`src/rtl/trap_pkg.sv`:
```
// +----------------------------------------------------------------------------+
// | trap_pkg: FSM encoding, mcause values and mtvec mode constants for         |
// |           trap_ctrl.                                                       |
// | Rev 1.0                                                                    |
// +----------------------------------------------------------------------------+
`default_nettype none

package trap_pkg;

  typedef enum logic [1:0] {
    ST_IDLE     = 2'd0,
    ST_ENTER    = 2'd1,
    ST_REDIRECT = 2'd2,
    ST_EXIT     = 2'd3
  } trap_state_e;

  localparam logic [31:0] CAUSE_FETCH_MISALIGN = 32'h0000_0000;
  localparam logic [31:0] CAUSE_ILLEGAL        = 32'h0000_0002;
  localparam logic [31:0] CAUSE_BREAKPOINT     = 32'h0000_0003;
  localparam logic [31:0] CAUSE_ECALL_M        = 32'h0000_000B;
  localparam logic [31:0] CAUSE_IRQ_EXT        = 32'h8000_000B;

  localparam logic [1:0] MTVEC_MODE_DIRECT   = 2'b00;
  localparam logic [1:0] MTVEC_MODE_VECTORED = 2'b01;

  localparam logic [4:0] IRQ_EXT_VEC_IDX = 5'd11;

  // Vectored handler address: base + 4*idx, wrapping modulo 2^32.
  function automatic logic [31:0] vec_target(input logic [31:0] base, input logic [4:0] idx);
    return base + {25'd0, idx, 2'b00};
  endfunction

endpackage

`default_nettype wire

```
`src/rtl/trap_irq_sync.sv`:
```
// +----------------------------------------------------------------------------+
// | trap_irq_sync: two-flop synchronizer for the external interrupt level.     |
// | Rev 1.0                                                                    |
// +----------------------------------------------------------------------------+
`default_nettype none

module trap_irq_sync (
  input  logic clk,
  input  logic reset_n,
  input  logic i_async,
  output logic o_sync
);

  logic r_meta;
  logic r_sync;

  always_ff @(posedge clk or negedge reset_n) begin
    if (!reset_n) begin
      r_meta <= 1'b0;
      r_sync <= 1'b0;
    end else begin
      r_meta <= i_async;
      r_sync <= r_meta;
    end
  end

  assign o_sync = r_sync;

endmodule

`default_nettype wire

```
`src/rtl/trap_ctrl.sv`:
```
// +----------------------------------------------------------------------------+
// | trap_ctrl: trap entry / MRET return sequencer for the machine-mode CSR     |
// |            file. External interrupt support under TRAP_CTRL_IRQ_EN.        |
// | Rev 1.0                                                                    |
// +----------------------------------------------------------------------------+
`default_nettype none

module trap_ctrl
  import trap_pkg::*;
#(
  parameter int XLEN = 32
) (
  input  logic            clk,
  input  logic            reset_n,
  input  logic            instr_valid,
  input  logic [XLEN-1:0] pc,
  input  logic            exc_fetch_misalign,
  input  logic            exc_illegal,
  input  logic            exc_ebreak,
  input  logic            exc_ecall,
  input  logic            is_mret,
`ifdef TRAP_CTRL_IRQ_EN
  input  logic            irq_ext,
`endif
  input  logic            mstatus_mie,
  input  logic [XLEN-1:0] mtvec,
  input  logic [XLEN-1:0] mepc,
  output logic            stall,
  output logic            trap_enter,
  output logic            trap_exit,
  output logic [XLEN-1:0] exception_code,
  output logic [XLEN-1:0] trap_pc,
  output logic            redirect_valid,
  output logic [XLEN-1:0] redirect_pc
);

  trap_state_e     r_state;
  trap_state_e     w_next;
  logic [XLEN-1:0] r_cause;
  logic [XLEN-1:0] r_pc;
  logic            r_irq;

  logic            w_irq_pend;
  logic            w_exc;
  logic            w_trap;
  logic            w_detect;
  logic [XLEN-1:0] w_cause;
  logic [XLEN-1:0] w_base;
  logic [XLEN-1:0] w_handler;

`ifdef TRAP_CTRL_IRQ_EN
  logic w_irq_sync;

  trap_irq_sync u_irq_sync (
    .clk     (clk),
    .reset_n (reset_n),
    .i_async (irq_ext),
    .o_sync  (w_irq_sync)
  );

  assign w_irq_pend = w_irq_sync & mstatus_mie;
`else
  logic w_unused_cfg;

  assign w_irq_pend   = 1'b0;
  assign w_unused_cfg = mstatus_mie ^ r_irq ^ (^mtvec[1:0]);
`endif

  assign w_exc    = exc_fetch_misalign | exc_illegal | exc_ebreak | exc_ecall;
  assign w_trap   = w_irq_pend | w_exc;
  // Gated by reset so outputs read 0 while reset is held, even combinationally.
  assign w_detect = reset_n & instr_valid & (w_trap | is_mret);

  always_comb begin
    w_cause = XLEN'(CAUSE_ECALL_M);
    if (w_irq_pend)              w_cause = XLEN'(CAUSE_IRQ_EXT);
    else if (exc_fetch_misalign) w_cause = XLEN'(CAUSE_FETCH_MISALIGN);
    else if (exc_illegal)        w_cause = XLEN'(CAUSE_ILLEGAL);
    else if (exc_ebreak)         w_cause = XLEN'(CAUSE_BREAKPOINT);
  end

  assign w_base = {mtvec[XLEN-1:2], 2'b00};

`ifdef TRAP_CTRL_IRQ_EN
  assign w_handler = (r_irq && (mtvec[1:0] == MTVEC_MODE_VECTORED))
                   ? XLEN'(vec_target(w_base, IRQ_EXT_VEC_IDX)) : w_base;
`else
  assign w_handler = w_base;
`endif

  always_ff @(posedge clk or negedge reset_n) begin
    if (!reset_n) begin
      r_state <= ST_IDLE;
      r_cause <= '0;
      r_pc    <= '0;
      r_irq   <= 1'b0;
    end else begin
      r_state <= w_next;
      if ((r_state == ST_IDLE) && w_detect && w_trap) begin
        r_cause <= w_cause;
        r_pc    <= pc;
        r_irq   <= w_irq_pend;
      end
    end
  end

  always_comb begin
    w_next         = r_state;
    stall          = 1'b0;
    trap_enter     = 1'b0;
    trap_exit      = 1'b0;
    exception_code = '0;
    trap_pc        = '0;
    redirect_valid = 1'b0;
    redirect_pc    = '0;
    case (r_state)
      ST_IDLE: begin
        if (w_detect) begin
          stall  = 1'b1;
          w_next = w_trap ? ST_ENTER : ST_EXIT;
        end
      end
      ST_ENTER: begin
        stall          = 1'b1;
        trap_enter     = 1'b1;
        exception_code = r_cause;
        trap_pc        = r_pc;
        w_next         = ST_REDIRECT;
      end
      ST_REDIRECT: begin
        stall          = 1'b1;
        redirect_valid = 1'b1;
        redirect_pc    = w_handler;
        w_next         = ST_IDLE;
      end
      ST_EXIT: begin
        stall          = 1'b1;
        trap_exit      = 1'b1;
        redirect_valid = 1'b1;
        redirect_pc    = mepc;
        w_next         = ST_IDLE;
      end
      default: w_next = ST_IDLE;
    endcase
  end

endmodule

`default_nettype wire

```
`config.mk`:
```
export PLATFORM = sky130hd
export DESIGN_NAME = trap_ctrl
export DESIGN_NICKNAME = d
export VERILOG_FILES = /design/src/rtl/trap_pkg.sv /design/src/rtl/trap_irq_sync.sv /design/src/rtl/trap_ctrl.sv
export SDC_FILE = /design/constraint.sdc
export NUM_CORES = 1
export LEC_CHECK = 0
export CAP_MARGIN = 25
export CORE_MARGIN = 4
export CORE_UTILIZATION = 34
export DETAILED_ROUTE_END_ITERATION = 6
export GPL_TIMING_DRIVEN = 1
export PLACE_DENSITY = 0.83
export SLEW_MARGIN = 20
export SYNTH_ARGS = -nofsm -noshare
export SYNTH_HDL_FRONTEND = slang
export SYNTH_SLANG_ARGS = --single-unit
export TNS_END_PERCENT = 5
```
`constraint.sdc`:
```
create_clock -name clk -period 1.75 [get_ports clk]
set_input_delay 0.35 -clock clk [delete_from_list [all_inputs] [get_ports clk]]
set_output_delay 0.35 -clock clk [all_outputs]
set_load 0.005 [all_outputs]
```
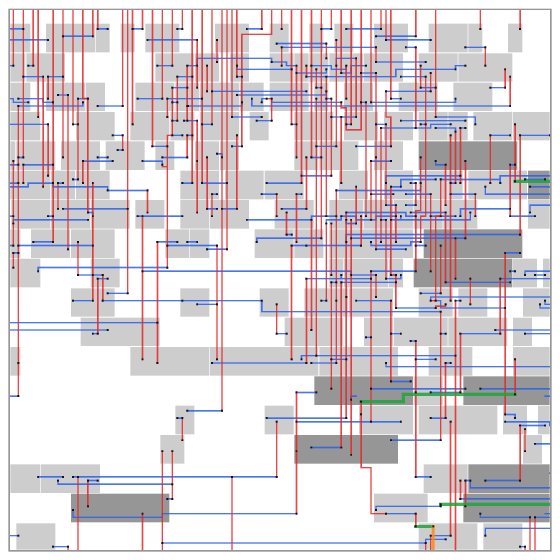
(images/zoom.png)
Region (22, 41) to (72, 91) um. Cells in gray, sequential cells in the stronger gray; small squares are vias.
orange -> met4
green -> met3
blue -> met1
red -> met2
netlist names of flops here include = r_pc (4), r_cause (3), r_state (2)
cells with their middle in the window = 136
most frequent = clkdlybuf4s50_1 (25), buf_4 (17)
sequential cells in the window = 9

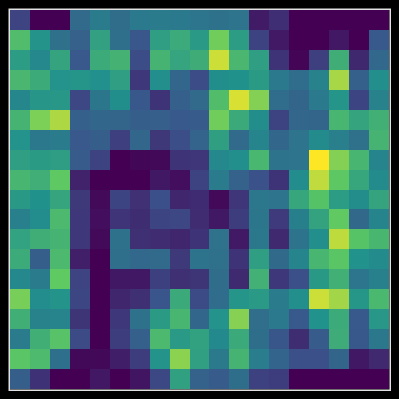
(images/wire_density.png)
(4 px per um) 19 x 19 tiles, from dark purple (low) to yellow (high), scaled to the fullest tile. Values are wire area over tile area, all layers added.
fullest tile = 0.39
tiles over half the peak = 31%
nearly empty tiles = 8.0%
densest ninth of the die = east
mean over tiles = 0.15
emptiest ninth of the die = center
vias post-DR: 2289
all-layer global routing usage: 0.171

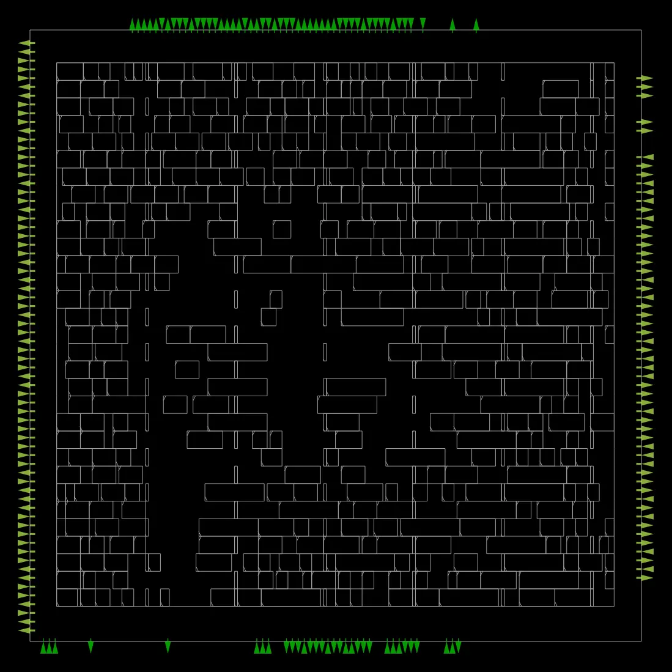
(images/final_placement.png)
tap cell count: 99
flop count: 37
Core Region: 7290 um2
sequential cell area share: 0.208
# rows: 31

==> run notes <==
impl run done, here's what came out: outcome complete, but fails checks, failing checks setup timing, share of post-route cells with drive strength above 1 0.359, ANT cells 0, stage-log warning count 31, wire length per cell 15.1 um, nets 530, total grt overflow 0, unrepaired setup endpoints after global routing yes, r2r startpoint r_state[1], Lkg Pwr between 0.002 and 0.0025 uW, Final ANT Viol Nets 0, CTS max path bufs 2, CP Capture Type output port, Sequential Power Share 0.417, Worst Path Max Fanout 7, global-route wire length before repair ~12 mm, Net Sw Power around 730 uW, clk slew on worst S/H paths approximately 0.07 ns, # port buffers about 170, DR vias/cell ~4.4, yosys warns 0, initial antenna violation count 0, HPWL Detailed between 6 and 7 mm, VDD IR max between 0.2 and 0.3 mV, Top Ports approximately 210, die width ~95 um, GPL Wtd Cong slightly below 0.7, Crit path largest cell delay roughly 0.45 ns, endpoints failing hold 0, die area between 8000 and 9000 um2, CP max stage cell dfrtp_2, final hold slack around 0.07 ns, number of library cell types mapped by synthesis 22, Logic pwr share 0.374, Setup WS post-layout -0.104 ns, Worst Skew ~0.0039 ns, critical-path cell list nor2b_4 > buf_6 > buf_12 > buf_8 > and2_1 > buf_2, fin. max-slew vios 0, Top cell excl fill/tap clkdlybuf4s50_1, vias in the first global route around 2500, Pwr Density 617 nW/um2, Routed WL around 7.9 mm, Mapped Cells between 200 and 250, endpoints failing setup 36, Area Growth Syn to Fin 74.0%, Clk network pwr share 0.209
[metrics by stage]
stage | utilization | instance area [um2] | TNS (ns) | instances
2_1_floorplan | - | 2670 | 0 | 257
3_3_place_gp | 0.604 | 4410 | -10.60 | 505
3_5_place_dp | 0.604 | 4410 | -12.17 | 505
4_1_cts | 0.625 | 4560 | -6.43 | 525
5_1_grt | 0.612 | 4460 | -5.98 | 525
6_report | 0.612 | 4460 | -1.80 | 525
[flip-flops by register name, indices dropped and copies added (netlist names)]
name,count
r_pc,32
r_cause,3
r_state,2
[area by class of cell]
type | count | area (um2) | share of cell area
flip-flops and latches | 37 | 927 | 0.208
multi-input cells | 176 | 1500 | 0.336
well taps | 99 | 124 | 0.0278
clock inverters | 3 | 17.5 | 0.00392
clock buffers | 5 | 68.8 | 0.0154
repair buffers | 205 | 1830 | 0.410
[cell families after synthesis]
family / count (synthesis) / synth area share
AOI/OAI and AO/OA: 6 / 0.0171
and+or+nand+nor: 79 / 0.203
DFF: 37 / 0.361
buffers and inverters: 44 / 0.119
other: 1 / 0.00146
muxes: 62 / 0.299
[worst max path at each step]
| stage | from | to | cells past startpoint | slack [ns] |
|---|---|---|---|---|
| final | r_state[0] | trap_pc[8] | 6 | -0.10 |
| after floorplan | r_state[1] | exception_code[0] | 4 | 0.17 |
| after CTS | r_state[0] | trap_pc[9] | 6 | -0.21 |
| after detailed placement | exc_fetch_misalign | stall | 5 | -0.47 |
| after global placement | exc_fetch_misalign | stall | 5 | -0.46 |
| after global routing | r_state[0] | trap_pc[8] | 6 | -0.16 |
[timing repair]
action | in CTS | in global routing
gates resized | 205 | 63
buffers inserted | 9 | 2
pin swaps | 5 | 1
setup endpoints to repair | 71 | 101
gates cloned | 3 | 1
[layer usage]
metal | routed length (um) | share of wire | GRT usage
met5 | 0 | 0 | 0
met4 | 85 | 0.011 | 0.0433
met3 | 853 | 0.11 | 0.0653
met2 | 4190 | 0.53 | 0.332
met1 | 2800 | 0.35 | 0.168
[cells in the mapped netlist]
library cell	n	share of area
dfrtp_1	37	0.36
and2_1	36	0.088
nor2b_1	32	0.078
buf_4	30	0.088
mux2i_1	30	0.12
mux2_4	28	0.16
clkbuf_1	8	0.012
mux2_2	4	0.018
nor2_1	4	0.0059
buf_2	3	0.0059
buf_6	3	0.013
and3_1	2	0.0049
o21ai_0	2	0.0039
o22a_1	2	0.0068
a41oi_1	1	0.0034
conb_1	1	0.0015
nand2_1	1	0.0015
nand4bb_4	1	0.011
nor2_4	1	0.0044
nor3_1	1	0.0019
nor4_4	1	0.0083
o31ai_1	1	0.0029
[power by group through the flow]
stage               combinational (uW)  clock, uW  sequential [uW]
floorplan                          544          0             1120
global placement                  1000          0             1140
detailed placement                1030          0             1160
CTS                               1040        602             1140
global route                      1110        642             1180
finish                            1030        575             1150
No activity file was given, so power comes from the tool's default toggle rates.
